## config.mk

```make
export PLATFORM = sky130hd
export DESIGN_NAME = uart_rx
export DESIGN_NICKNAME = d
export VERILOG_FILES = /design/src/rtl/uart_pkg.sv /design/src/rtl/uart_rx_sync.sv /design/src/rtl/uart_rx.sv
export SDC_FILE = /design/constraint.sdc
export NUM_CORES = 1
export LEC_CHECK = 0
export CAP_MARGIN = 40
export CORE_UTILIZATION = 56
export CTS_CLUSTER_SIZE = 25
export DETAILED_ROUTE_END_ITERATION = 10
export PLACE_DENSITY = 0.85
export SYNTH_ARGS = -nofsm -noshare
export SYNTH_HDL_FRONTEND = slang
export SYNTH_SLANG_ARGS = --single-unit
export TNS_END_PERCENT = 1
```

## constraint.sdc

```tcl
create_clock -name clk -period 2.3 [get_ports clk]
set_input_delay 0.23 -clock clk [delete_from_list [all_inputs] [get_ports clk]]
set_output_delay 0.23 -clock clk [all_outputs]
set_load 0.03 [all_outputs]
```

## src/rtl/uart_pkg.sv

```systemverilog
// Shared UART constants and receiver state encoding.
// The transmitter takes its counter end value from here too, so both ends keep the same bit timing.
package uart_pkg;

  localparam int CLK_FREQ     = 50_000_000;
  localparam int BAUD         = 115200;
  localparam int BAUD_CNT_END = CLK_FREQ / BAUD - 1;
  localparam int BAUD_CNT_MID = (BAUD_CNT_END + 1) / 2 - 1;

  typedef enum logic [1:0] {
    IDLE  = 2'd0,
    START = 2'd1,
    DATA  = 2'd2,
    STOP  = 2'd3
  } rx_state_e;

endpackage

```

## src/rtl/uart_rx_sync.sv

```systemverilog
// Brings an asynchronous input into the clk domain through two flops.
// A third flop detects high-to-low transitions. All flops reset high so that an idle-high line shows no edge.
module uart_rx_sync (
  input  logic clk,
  input  logic rst_n,
  input  logic i_async,
  output logic o_sync,
  output logic o_fall
);

  logic r_s1;
  logic r_s2;
  logic r_s3;

  always_ff @(posedge clk or negedge rst_n) begin
    if (!rst_n) begin
      r_s1 <= 1'b1;
      r_s2 <= 1'b1;
      r_s3 <= 1'b1;
    end else begin
      r_s1 <= i_async;
      r_s2 <= r_s1;
      r_s3 <= r_s2;
    end
  end

  assign o_sync = r_s2;
  assign o_fall = r_s3 & ~r_s2;

endmodule

```

## src/rtl/uart_rx.sv

```systemverilog
// 8N1 UART receiver: samples each bit once at its mid-point and delivers a byte with a one-cycle strobe.
//   state | meaning
//   IDLE  | line idle, waiting for a falling edge
//   START | checking the start bit at mid-point, rejects glitches
//   DATA  | shifting in 8 data bits, LSB first
//   STOP  | sampling the stop bit, strobes at mid-point and returns to IDLE
module uart_rx #(
  parameter int CLK_FREQ = uart_pkg::CLK_FREQ,
  parameter int BAUD     = uart_pkg::BAUD
) (
  input  logic       clk,
  input  logic       rst_n,
  input  logic       rx_data,
  output logic [7:0] po_data,
  output logic       po_flag,
  output logic       frame_err
);

  import uart_pkg::*;

  localparam int LP_CNT_END = CLK_FREQ / BAUD - 1;
  localparam int LP_CNT_MID = (LP_CNT_END + 1) / 2 - 1;
  localparam int LP_CNT_W   = $clog2(LP_CNT_END + 1);

  logic                w_rx_s2;
  logic                w_start_edge;
  logic                w_cnt_end;
  logic                w_cnt_mid;

  rx_state_e           r_state;
  logic [LP_CNT_W-1:0] r_baud_cnt;
  logic [2:0]          r_bit_cnt;
  logic [7:0]          r_shift;
  logic [7:0]          r_po_data;
  logic                r_po_flag;
  logic                r_frame_err;

  uart_rx_sync u_sync (
    .clk     (clk),
    .rst_n   (rst_n),
    .i_async (rx_data),
    .o_sync  (w_rx_s2),
    .o_fall  (w_start_edge)
  );

  assign w_cnt_end = (r_baud_cnt == LP_CNT_W'(LP_CNT_END));
  assign w_cnt_mid = (r_baud_cnt == LP_CNT_W'(LP_CNT_MID));

  always_ff @(posedge clk or negedge rst_n) begin
    if (!rst_n) begin
      r_state     <= IDLE;
      r_baud_cnt  <= '0;
      r_bit_cnt   <= '0;
      r_shift     <= '0;
      r_po_data   <= '0;
      r_po_flag   <= 1'b0;
      r_frame_err <= 1'b0;
    end else begin
      r_po_flag   <= 1'b0;
      r_frame_err <= 1'b0;

      if (r_state == IDLE || w_cnt_end)
        r_baud_cnt <= '0;
      else
        r_baud_cnt <= r_baud_cnt + 1'b1;

      case (r_state)
        IDLE: begin
          r_bit_cnt <= '0;
          if (w_start_edge)
            r_state <= START;
        end
        START: begin
          if (w_cnt_mid && w_rx_s2)
            r_state <= IDLE;
          else if (w_cnt_end)
            r_state <= DATA;
        end
        DATA: begin
          if (w_cnt_mid)
            r_shift[r_bit_cnt] <= w_rx_s2;
          if (w_cnt_end) begin
            if (r_bit_cnt == 3'd7)
              r_state <= STOP;
            else
              r_bit_cnt <= r_bit_cnt + 3'd1;
          end
        end
        STOP: begin
          // Leave at the mid-point so a back-to-back start bit is never missed.
          if (w_cnt_mid) begin
            r_state <= IDLE;
            if (w_rx_s2) begin
              r_po_data <= r_shift;
              r_po_flag <= 1'b1;
            end else begin
              r_frame_err <= 1'b1;
            end
          end
        end
        default: r_state <= IDLE;
      endcase
    end
  end

  assign po_data   = r_po_data;
  assign po_flag   = r_po_flag;
  assign frame_err = r_frame_err;

endmodule

```

==> flow_summary.json, run 1 <==
{
  "cp-end-kind": "flop",
  "die_area_um2": 3124,
  "regArea_um2": 879.6,
  "rrSetupSlack_ns": 0.35,
  "setup_viol": 0,
  "n_antenna_cell": 0,
  "slowest_delay_ns": 0.44,
  "worst_pin_slew_ns": 0.6237,
  "cp-startpoint": "r_baud_cnt[0]",
  "ys_sh_simple_pct": 20.92,
  "tns_ns": 0,
  "overflow": 0,
  "post_cts_buffers": 0,
  "pre_cts_ws_ns": 0.3479,
  "drive_above_1_share_pct": 9.375,
  "maxSlewViolCount": 0,
  "ys_seq_share_pct": 54.08,
  "synthCells": 143,
  "mux_share_pct": 11.08,
  "coreArea_um2": 2758,
  "mostFrequentLayoutCells": "dfrtp_1, mux2_1, nor2_1",
  "num_vias": 1155,
  "powerDensity_nw_per_um2": 723.3,
  "synthTopLogicFamily": "simple AND/OR/NAND/NOR gates",
  "syn_to_final_growth_pct": 14.31,
  "warning_count": 28,
  "grt_antenna_before_repair": 0,
  "viasPerCell": 6.047,
  "critPathBufInv": 1,
  "drc": 0,
  "rsz0062_at_grt": "false",
  "max_clock_freq_mhz": 514.1,
  "cts_resized": 0,
  "ant_nets": 0,
  "totalWireLength_mm": 2.973,
  "chipWidth_um": 55.90,
  "cpLargestDelayFamily": "simple AND/OR/NAND/NOR gates",
  "cap_violations": 0,
  "crit_required_ns": 2.56,
  "dieHeight_um": 55.90,
  "cts.path.max_buffers": 2,
  "hold_class": "input pin to asynchronous set/reset pin",
  "worstSkewPairLatency_ns": 0.36,
  "worst_clock_skew_ns": 0.02731,
  "ys.warnings.count": 0,
  "logic_area_um2": 704.4,
  "synthXorXnorAreaFrac_pct": 3.769,
  "cts_root_buf": "clkbuf_4",
  "min_period_over_period_pct": 84.57,
  "ys_types": 32,
  "firstDrtPassIters": 5,
  "cts-buffers-inserted": 5,
  "fp-row-count": 19,
  "cts_hold_buf": 0,
  "ys_sh_aoi_pct": 3.692,
  "synth_area_um2": 1627,
  "total_power_mw": 1.345,
  "portBuffers": 12,
  "clock-sinks": 35,
  "r2r-start": "r_baud_cnt[0]",
  "slowest_stage": "dfrtp_1",
  "crit_fanout": 6,
  "cts_tree": "done",
  "endpoint": "r_shift[7]",
  "critical_path.startpoint_type": "flop",
  "lay_top_count": "dfrtp_1",
  "post-route-min-period_ns": 1.945,
  "dp_hpwl_mm": 2.155,
  "maxSlewHeadroom_pct": 58.14,
  "synthAdderAreaFrac_pct": 3.846,
  "regMostFlops": "r_baud_cnt",
  "io_pins": 13,
  "top_area_cell": "dfrtp_1",
  "rr_endpoint": "r_shift[7]",
  "largest_register_ffs": 9,
  "nNetsFinal": 167,
  "drtIter0Drc": 49,
  "top_cell_area_share_pct": 49.23,
  "synth-seq-cells": 35,
  "status": "finished clean",
  "wl_per_cell_um": 15.57,
  "finalHoldViolations": 0,
  "crit_cells": 6
}
[run 1: stage by stage]
stage                     hold WS (ns)  area (µm²)  instances  utilization (%)
after detailed placement        0.3485        1780        183            64.56
after global placement          0.3469        1780        183            64.56
after CTS                       0.2693        1859        191            67.42
after floorplan               -0.06559        1627        143                -
final                           0.2529        1859        191            67.42
after global routing            0.2658        1859        191            67.42
[run 1: per-layer routing]
metal | wire length [µm] | up-vias | share of wire [%] | GRT usage, %
met5 | 0 | - | 0 | 0
met4 | 87 | 0 | 2.9 | 11.50
met3 | 124 | 13 | 4.2 | 4.884
met2 | 1477 | 35 | 50 | 34.94
met1 | 1284 | 568 | 43 | 27.09
li1 | - | 539 | - | -
[run 1: cells in the mapped netlist]
cell / instances
a21oi_1: 1
a31oi_1: 2
and3_1: 2
and4_1: 1
and4b_1: 3
and4bb_2: 1
clkbuf_1: 4
clkbuf_2: 1
dfrtp_1: 32
dfstp_2: 3
ha_1: 5
inv_1: 6
mux2_1: 16
nand2_1: 9
nand2b_1: 1
nand3_1: 10
nand3b_1: 1
nand4_1: 4
nand4b_2: 1
nor2_1: 14
nor2_4: 1
nor2b_1: 3
nor3_1: 5
nor4_1: 2
nor4b_1: 1
nor4bb_1: 1
o211ai_1: 2
o21ai_0: 1
o21ai_1: 1
o311ai_1: 2
xnor2_1: 5
xor2_1: 2
[run 1: where the power goes]
group	switching (mW)	leakage [nW]	total, mW	internal (mW)
registers	0.0770	0.468	0.742	0.664
logic	0.0854	0.369	0.163	0.0778
clock network	0.211	0.0385	0.440	0.229
total	0.373	0.876	1.34	0.972
[run 1: cell type report]
class | count | area share, %
sequential | 35 | 47.31
multi-input combinational | 97 | 37.89
timing repair buffer | 14 | 7.268
clock buffer | 6 | 2.221
tap | 31 | 2.086
clock inverter | 2 | 2.019
inverter | 6 | 1.211
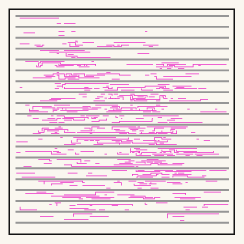
Figure 1: run 1, metal 1.
Scale: 4 px per µm. Supply wires on this layer in gray.
main direction = horizontal
longest straight run = 15.6 µm
wire length on this layer = 1,290 µm
nets with wire on the layer = 152
share of all routed wire = 43%

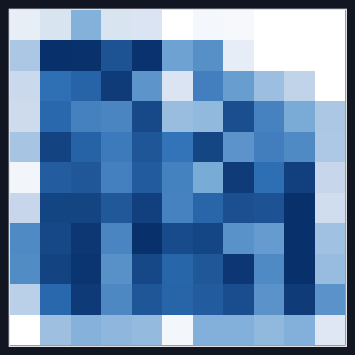
Figure 2: run 1, cell density map.
Scale: 6 px per µm. The die is cut into 11 by 11 equal tiles; white is low, dark blue is high, 0 to 100% covered.
tiles over 75% full = 38%
nearly empty tiles = 7.4%
mean over tiles = 58%

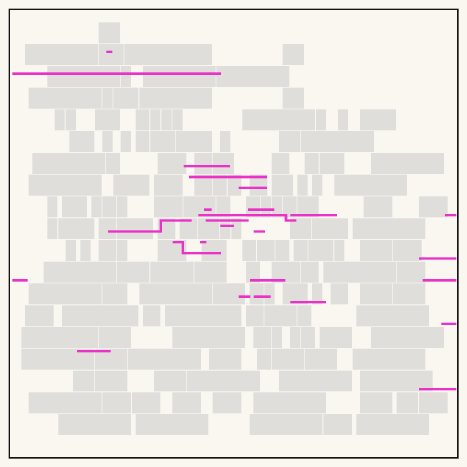
Figure 3: run 1, signal wires on met3.
Scale: 8 px per µm. Cells faint in the background.
wire length on this layer = 125 µm
share of all routed wire = 4.2%

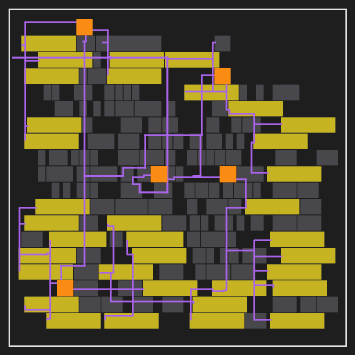
Figure 4: run 1, routed clock nets over the placement.
Scale: 6 px per µm.
yellow -> flip-flops  # count 35
orange -> clock drivers  # count 5
purple -> clock wires  # length 435 µm
flops lie = spread over the die
routed clock nets = 6

==> run 1 -> run 2 <==
- CORE_UTILIZATION: 56 -> 51
- PLACE_DENSITY: 0.85 -> 0.82
- clock period: 2.3 -> 1.7 ns (I/O delays scaled with it)
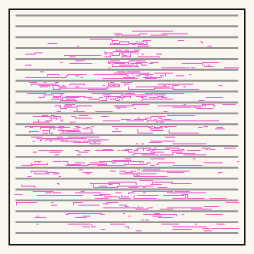
Figure 5: run 2, metal 1.
Scale: 4 px per µm. Supply wires on this layer in gray.
detailed-route via count: 1,215
met1 GRT Util: 24.93%
Post-Route WL: 3.228 mm

==> run 2 against run 1 <==
Effect of this change:
- routed wire length up 8.6%
- global-route usage up 0.31 points
- worst setup slack worse by 0.30 ns
- die area up 9.4%
- highest routed layer unchanged
- largest cell class unchanged
- hold slack worse by 0.015 ns
- sequential share of layout area down 3.3 points
- critical endpoint is now po_data[6]
- utilization down 1.3 points
- clock skew down 0.017 ns
==> flow_summary.json, run 2 <==
{
  "die_area_um2": 3419,
  "grt_pass1_vias": 1256,
  "ant_nets": 0,
  "combPwrFrac_pct": 25.6,
  "seq_power_mw": 0.941,
  "setup_viol": 0,
  "post-route-min-period_ns": 1.650,
  "status": "finished clean",
  "dieHeight_um": 58.48,
  "cts_resized": 3,
  "crit_required_ns": 1.92,
  "drc": 0,
  "async_reset_ff_share_pct": 100.0,
  "cap_violations": 0,
  "firstDrtPassIters": 4,
  "synth_area_um2": 1627,
  "common_cells": "dfrtp_1, mux2_1, nor2_1",
  "syn_to_final_growth_pct": 23.00,
  "finalHoldViolations": 0,
  "grt_antenna_before_repair": 0,
  "logic_area_um2": 762.0,
  "worst_pin_slew_ns": 0.4404,
  "coreArea_um2": 3028,
  "hold_slack_ns": 0.2380,
  "post_cts_buffers": 0,
  "worst_clock_skew_ns": 0.01060,
  "power_frac_seq_pct": 51.6,
  "cts_root_buf": "clkbuf_4",
  "synthCells": 143,
  "comb_cell_power_mw": 0.467,
  "io_pins": 13,
  "fp-row-count": 20,
  "powerDensity_nw_per_um2": 911.9,
  "cts-buffers-inserted": 5,
  "hold_class": "input pin to asynchronous set/reset pin",
  "drive_above_1_share_pct": 20.81,
  "power.switching_mw": 0.5247,
  "area_leaders": "dfrtp_1, mux2_1, dfstp_2",
  "crit_fanout": 8,
  "portBuffers": 12,
  "synth-main-ff-cell": "dfrtp_1",
  "warning_count": 29,
  "synth.most_common_cell": "dfrtp_1",
  "synth-seq-cells": 35,
  "cts_hold_buf": 0,
  "regArea_um2": 879.6,
  "viasPerCell": 5.599,
  "wl_per_cell_um": 14.88,
  "cts_tree": "done",
  "top_area_cell": "dfrtp_1",
  "ys_seq_share_pct": 54.08,
  "p_clk_share_pct": 22.8,
  "largest_register_ffs": 9,
  "cts.path.max_buffers": 2,
  "peakVddDrop_mv": 0.8035,
  "rsz0062_at_grt": "true",
  "maxSlewViolCount": 0,
  "min_period_over_period_pct": 97.03,
  "top_power_group": "sequential cells",
  "chipWidth_um": 58.48,
  "p_int_mw": 1.300,
  "dp_hpwl_mm": 2.252,
  "cp-end-kind": "flop",
  "worstSkewPairLatency_ns": 0.34,
  "pg_clk_mw": 0.417,
  "nNetsFinal": 180,
  "overflow": 0,
  "drtIter0Drc": 15,
  "n_antenna_cell": 0,
  "ys.warnings.count": 0,
  "mostFrequentLayoutCells": "dfrtp_1, mux2_1, buf_4",
  "total_power_mw": 1.824,
  "regMostFlops": "r_baud_cnt",
  "edf_count": 0,
  "critical_path.startpoint_type": "flop",
  "max_clock_freq_mhz": 606.2,
  "p_sw_share_pct": 28.76,
  "lay_top_count": "dfrtp_1",
  "yosys_area_um2": 1627,
  "top_cell_area_share_pct": 49.23
}
[run 2: cell type report]
type	instances	share of cell area, %
inverters	6	1.126
flip-flops and latches	35	43.96
multi-input cells	97	38.09
well taps	44	2.752
clock buffers	8	2.439
repair buffers	27	11.63
[run 2: per-stage QoR]
stage	setup WS (ns)	instance area, µm²	utilization, %	TNS [ns]	instances
after global routing	-0.04462	2001	66.07	-0.2122	217
after detailed placement	-0.04051	1887	62.31	-0.04051	208
final	0.05042	2001	66.07	0	217
after global placement	0.09652	1887	62.31	0	208
after floorplan	0.04904	1627	-	0	143
after CTS	0.002832	1949	64.38	0	216
[run 2: final timing paths]
path,cells after the start,endpoint,from,slack (ns)
max,4,po_data[6],r_baud_cnt[8],0.05
min,2,r_shift[0],rst_n,0.24
max reg2reg,4,po_data[6],r_baud_cnt[8],0.05
min reg2reg,0,u_sync.o_sync,u_sync.r_s1,0.37
max in group asynchronous,2,u_sync.r_s3,rst_n,1.11
min in group clk,1,u_sync.r_s1,rx_data,0.24
[run 2: kinds of logic after synthesis]
kind of cell    count (synthesis)  synth area share (%)
compound gates                  9                 3.691
xor+xnor                        7                 3.769
fa+ha+maj                       5                 3.846
buf+inv                        11                 2.615
flops                          35                 54.08
mux                            16                 11.08
simple gates                   60                 20.92
[run 2: layer usage]
layer | GRT usage, % | wire length, µm | up-vias
li1 | - | - | 565
met1 | 24.93 | 1349 | 615
met2 | 39.24 | 1689 | 25
met3 | 6.593 | 122 | 10
met4 | 7.143 | 67 | 0
met5 | 0 | 0 | -
[run 2: critical path: stages (launching register included)]
cell and delay [ns]:
dfrtp_1 0.39, and4b_2 0.33, nand4b_4 0.15, nor2_4 0.29
mux2_1 0.37
==> run 2 -> run 3 <==
- CORE_MARGIN: unset -> 1.5
- CORE_UTILIZATION: 51 -> 54
- CTS_BUF_LIST: unset -> sky130_fd_sc_hd__clkbuf_4
- PLACE_DENSITY: 0.82 -> 0.86
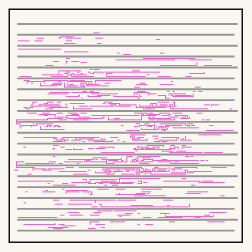
Figure 6: run 3, metal 1.
Scale: 4 px per µm. Supply wires on this layer in gray.
met1 GRT Util: 25.74%
detailed-route via count: 1,207
Post-Route WL: 3.298 mm

==> run 3 against run 2 <==
Effect of this change:
- largest cell class unchanged
- sequential power rose by 1%
- critical path type unchanged
- via count decreased by 0.66%
- maximum frequency fell by 1.7%
- power up 8.1%
- final cell count shrank 5.5%
- register-to-register slack lost 0.03 ns
- largest power group unchanged
- combinational power down 5.6%
- synthesized cell count is the same
- the run now ends with design-rule violations left
- global-route usage hardly changed
- first-iteration DRC count went up to 3.6 times the previous value
==> flow_summary.json, run 3 <==
{
  "wl_per_cell_um": 16.09,
  "mostFrequentLayoutCells": "dfrtp_1, buf_4, mux2_1",
  "stdcell_area_um2": 2014,
  "area_leaders": "dfrtp_1, mux2_1, dfstp_2",
  "common_cells": "dfrtp_1, mux2_1, nor2_1",
  "grt_pass1_vias": 1202,
  "drc": 2,
  "edf_count": 0,
  "cp-end-kind": "flop",
  "grt_antenna_before_repair": 0,
  "ys_seq_share_pct": 54.08,
  "comb_area_share_pct": 37.58,
  "coreArea_um2": 2805,
  "tns_ns": 0,
  "drive_above_1_share_pct": 20.69,
  "num-nonclk-inverters": 6,
  "post_cts_buffers": 0,
  "synth-main-ff-cell": "dfrtp_1",
  "critical_path.startpoint_type": "flop",
  "synthCells": 143,
  "seq_cell_count": 35,
  "fp-row-count": 19,
  "cts_tree": "done",
  "post-route-min-period_ns": 1.678,
  "tap-cell-count": 31,
  "regMostFlops": "r_baud_cnt",
  "portBuffers": 12,
  "violations": "design-rule violations",
  "regArea_um2": 879.6,
  "max_clock_freq_mhz": 595.9,
  "dp.cells": 197,
  "grtUsageMet3_pct": 7.366,
  "overflow": 0,
  "maxSlewViolCount": 0,
  "crit_required_ns": 1.93,
  "yosys_area_um2": 1627,
  "ys.warnings.count": 0,
  "syn_to_final_growth_pct": 23.85,
  "finalHoldViolations": 0,
  "hold_slack_ns": 0.2142,
  "pre_cts_ws_ns": 0.02075,
  "setup_viol": 0,
  "cap_violations": 0,
  "rsz0062_at_grt": "true",
  "synth_area_um2": 1627,
  "clkbuf_count": 5,
  "grt-busiest-layer": "met2",
  "dp_hpwl_mm": 2.317,
  "worst_clock_skew_ns": 0.01245,
  "die_area_um2": 3351,
  "comb_cells": 97,
  "bufAreaShareNonClock_pct": 11.93,
  "lay_top_count": "dfrtp_1",
  "powerDensity_nw_per_um2": 979.2,
  "critical_path_class": "flop to flop",
  "total_power_mw": 1.972,
  "worstSkewPairLatency_ns": 0.34,
  "largest_register_ffs": 9,
  "n_all_buffers": 28,
  "top_cell_area_share_pct": 49.23,
  "clock_area_share_pct": 3.789,
  "cts-buffers-inserted": 5,
  "async_reset_ff_share_pct": 100.0,
  "crit_fanout": 4,
  "top_area_cell": "dfrtp_1",
  "ant_nets": 0,
  "worst_pin_slew_ns": 0.4258,
  "dieHeight_um": 57.89,
  "status": "complete, but fails checks",
  "finalWorstSetupSlack_ns": 0.02182,
  "grt_util_met2_pct": 38.15,
  "viasPerCell": 5.888,
  "synth-seq-cells": 35,
  "warning_count": 29,
  "nNetsFinal": 181,
  "cts.path.max_buffers": 2,
  "place_area_um2": 1886,
  "n_antenna_cell": 0,
  "drtIter0Drc": 54,
  "final_util_pct": 71.81,
  "cts_root_buf": "clkbuf_4",
  "logic_area_um2": 757.0,
  "chipWidth_um": 57.89,
  "final_cells": 205
}
==> run 3: cell counts after synthesis <==
Identical to the previous run, type by type.
==> run 3: timing repair <==
item / in CTS / in global routing
hold buffers: 0 / 0
pin swaps: 0 / 5
gates resized: 1 / 9
endpoints found under the setup margin: 1 / 13
==> run 3: path summary, 6_finish.rpt <==
path	startpoint	end	slack, ns	cells past startpoint
min in group clk	rx_data	u_sync.r_s1	0.24	1
max reg2reg	r_baud_cnt[1]	r_shift[7]	0.02	6
max	r_baud_cnt[1]	r_shift[7]	0.02	6
max in group asynchronous	rst_n	u_sync.r_s1	1.13	2
min	rst_n	po_data[1]	0.21	2
min reg2reg	u_sync.r_s1	u_sync.o_sync	0.36	0
==> run 3: critical path, stage by stage, from the launching register on <==
cell and delay (ns):
dfrtp_1 0.43, inv_2 0.10, ha_4 0.16, nor4bb_4 0.19, nand4_1 0.16, nor3_2 0.20, mux2_4 0.31
==> run 3: power breakdown <==
group	leakage (nW)	switching (mW)	internal (mW)
clock network	0.0426	0.278	0.302
registers	0.468	0.0528	0.899
logic	0.459	0.222	0.219
total	0.970	0.552	1.42
==> run 3: logic make-up (layout without fill, tap and decap cells) <==
kind of cell	count (synthesis)	count (layout)	share of synthesized area (%)
flip-flops	35	35	54.08
multiplexers	16	16	11.08
AND/OR/NAND/NOR	60	60	20.92
buffers and inverters	11	42	2.615
AND-OR/OR-AND	9	9	3.691
XOR/XNOR	7	7	3.769
adder cells (fa/ha/maj)	5	5	3.846
==> run 3: per-layer routing <==
layer  vias to the layer above  share of wire (%)
met2                        32                 54
met3                         7                4.2
met5                         -                  0
met1                       595                 40
met4                         0                1.7
li1                        573                  -
Power is estimated from default activity; no workload was simulated.
